**Routing congestion map**

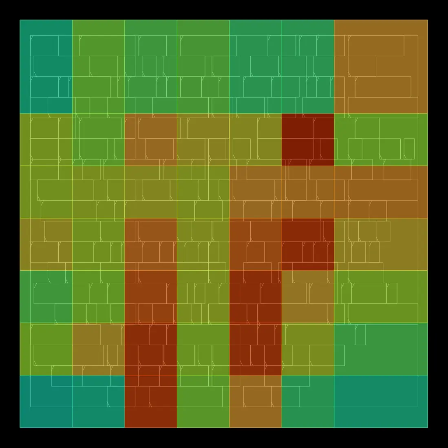
**Register map, names as in the netlist**

Scale: 10 px per um.
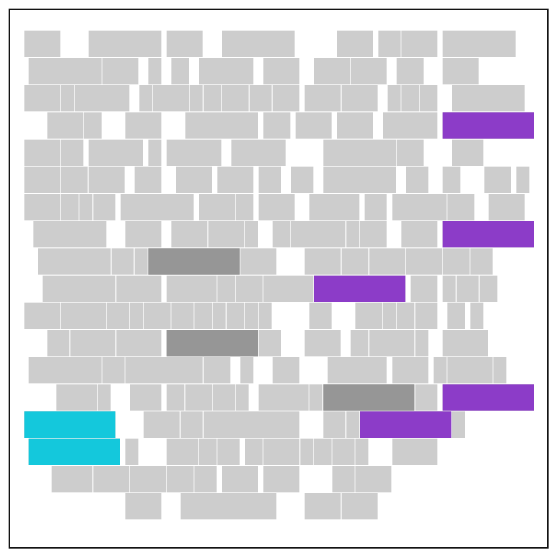
**Placed cells, one colour a class**

Scale: 10 px per um. Fill, decap, tap and diode cells in grey.
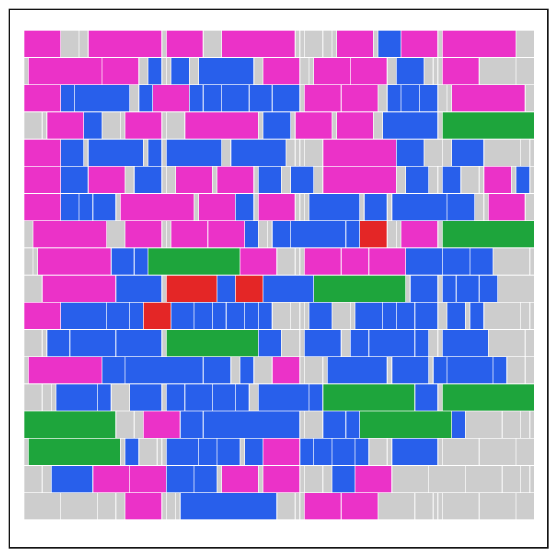
**PDN straps and rails**

Scale: 6 px per um. Pins as bars on the die edge.
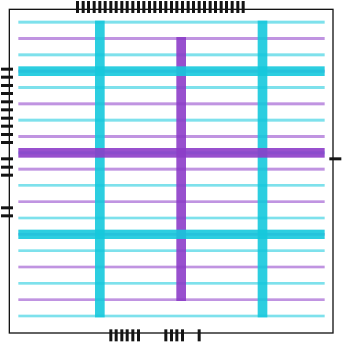
Design pzbcm_fifo_push_arbiter, sky130hd; sources not shown.
==> deck_impl_summary.md <==
Run Summary

Run status
  • Result of the run: completed

Cells and area
  • Number of fill cells in the layout: 160
  • Share of post-route cells with drive strength above 1: 19.5%
  • Net total in the final layout: 245
  • Most instantiated logic cell after routing: sky130_fd_sc_hd__clkdlybuf4s50_1
  • Relative area change from synthesis to final layout: 70.3%
  • Most instantiated logic cells after routing: 44 x sky130_fd_sc_hd__clkdlybuf4s50_1, 19 x sky130_fd_sc_hd__nand2_1, 13 x sky130_fd_sc_hd__and3_1, 13 x sky130_fd_sc_hd__buf_12
  • Multi-input logic area: 888 um^2

Clock network
  • Number of clock sinks seen by CTS: 10
  • Setup repair bufs after CTS: 0
  • Clock tree from TritonCTS: built
  • Maximum root-to-sink buffer count: 2
  • CTS HTree Levels: 1
  • Clock transition at path regs: 0.07 ns
  • Count of hold buffers inserted by post-cts repair: 0
  • Number of gates resized after cts: 0
  • Clock insertion delay at the later pin of the skew report: 0.28 ns
  • Clock buffers created by TritonCTS: 3

Route
  • Via Count: 1312
  • DRC violation count after routing: 0
  • Number of antenna-violating nets in the routed design: 0
  • Via-to-Cell Ratio: 5.83
  • Initial DRT Pass Iterations: 4
  • Number of design-rule violations left by the first detailed-router iteration: 48
  • Detailed Route WL: 3.64 mm

Synthesis
  • Post-Synthesis Cells: 139
  • Library cell with the largest summed area after synthesis: sky130_fd_sc_hd__dfrtp_1
  • Post-synth seq share: 21.8%
  • Top area cells in the synthesized netlist: sky130_fd_sc_hd__dfrtp_1 22%, sky130_fd_sc_hd__and3_1 7.1%, sky130_fd_sc_hd__nand2_1 6.2%
  • Yosys warning count: 0
  • Count of flip-flops with a built-in enable after synthesis: 0
  • Synthesized area per cell: 8.27 um^2
  • Yosys synthesis chip area: 1150 um^2
  • Number of unique standard cell types used by synthesis: 41
  • Post-synthesis instance area: 1150 um^2
  • Main flop type after synthesis: sky130_fd_sc_hd__dfrtp_1
  • Proportion of netlist area held by the largest area contributor: 21.8%

Critical path
  • Peak per-stage delay on the critical path: 0.54 ns
  • FF-to-FF setup slack: 5.07 ns
  • Critical path type: in2out
  • Worst Reg-to-Reg Cells: 4
  • Kind of capture point of the worst setup path: output port
  • Worst-path fanout max: 19
  • Crit path cell chain: clkdlybuf4s50_1 > or2_0 > a21oi_1 > o41a_4 > clkinv_1 > a211oi_1 > a311oi_2 > buf_12

Global route
  • Pin count of the biggest net entering global routing: 22
  • Initial antenna violation count: 0
  • Overall routing resource usage: 27.0%
  • Vias in the first global route: 1279
  • Global-route wire length before repair: 5.61 mm

Die
  • Area of the chip: 2880 um^2
  • I/O Pins: 58
  • FP Util: 46.0%

Min path
  • Count of cells along the worst hold path: 2
  • Class of the worst hold path: reg2reg

STA
  • Relative max-transition margin: 35.4%
  • Share of the clock period used by the worst path after layout: 94.3%
  • Maximum operating frequency: 139 MHz
  • Final Slew Violations: 0
  • Final Hold Violation Tally: 0
  • RSZ-0062 raised after global routing: false
  • Total setup violations reported at the end of the flow: 0

Placement
  • Total of buffers placed on input and output ports: 57
  • Global placement routability congestion: 0.826
  • Worst slack at placement: 0.468 ns
  • Cell area after placement: 1920 um^2
  • Post-detailed-placement half-perimeter wirelength: 2.92 mm

Pwr
  • Pwr per Cell Area: 329 nW/um^2
  • Cell leakage power: 0.800 nW
  • Pwr Total: 0.645 mW

Run
  • Max Cap Violations: 0
Back to the opening pictures, 'routing congestion map':
final core area utilization: 78.3%
met1 track demand over resource in global routing: 32.7%
met2 Usage GRT: 46.3%
met3 track demand over resource in global routing: 6.78%
most used routing layer in global routing: met2

Back to the opening pictures, 'register map, names as in the netlist':
colour	netlist name	sequential cells
purple	r_count	5
cyan	r_ptr	2
flop share of the area: 12.8%
power dissipated in sequential cells: 0.0965 mW
area occupied by registers: 250 um^2

Back to the opening pictures, 'placed cells, one colour a class':
colour	class	cells	share of their area
red	clock drivers and dummy loads	4	1.9%
magenta	other buffers and delay cells	60	38%
green	flip-flops	10	13%
blue	all other logic	121	47%
floorplan core area: 2500 um^2
cell area after layout: 1960 um^2

Back to the opening pictures, 'PDN straps and rails':
colour	net
cyan	VSS
purple	VDD
rows	18
met5 straps	3
met1 rails	19
die width: 53.7 um
VDD IR max: 0.246 mV
Chip Height: 53.7 um

[layout make-up]
| type | instances | area share [%] |
|---|---|---|
| timing repair buffer | 60 | 36.9 |
| tap | 30 | 1.92 |
| sequential | 10 | 12.8 |
| multi-input combinational | 115 | 45.4 |
| inverter | 6 | 1.15 |
| clock buffer | 4 | 1.85 |
[per-layer routing]
metal	global-route usage, %	routed length [um]
met1	32.7	1560
met2	46.3	1860
met3	6.78	139
met4	7.89	91
met5	0	0
[Yosys cell counts (all sizes together) (3+ instances only)]
cell type,instances
nand2,19
and3,13
dfrtp,10
nand3,10
a211oi,9
a311oi,8
nand2b,7
buf,6
ha,5
inv,5
nor2,5
nor2b,5
o21ai,5
a21oi,4
mux2i,4
o31ai,3
[critical path, delay by kind of cell]
| family | cells | cell delay (ns) |
|---|---|---|
| compound gates | 4 | 1.00 |
| buf+inv | 3 | 1.29 |
| simple gates | 1 | 0.26 |
[through the flow]
stage	hold WS, ns	cells	util, %
floorplan	0.424	139	-
global placement	0.461	221	76.9
detailed placement	0.475	221	76.9
CTS	0.490	225	78.3
global route	0.536	225	78.3
finish	0.488	225	78.3
[cells by family after synthesis]
logic type      after synthesis  synth area share, %
compound gates               40                 30.4
simple gates                 63                 28.4
flops                        10                 21.8
mux                           7                 8.71
fa+ha+maj                     5                 5.44
buf+inv                      14                 5.33
[where the power goes]
part           leakage, nW  switching [mW]  total, mW  internal [mW]
clock               0.0210          0.0210     0.0501         0.0291
sequential           0.127          0.0244     0.0965         0.0721
combinational        0.652           0.314      0.498          0.184
total                0.800           0.359      0.645          0.285
Power is estimated from default activity; no workload was simulated.
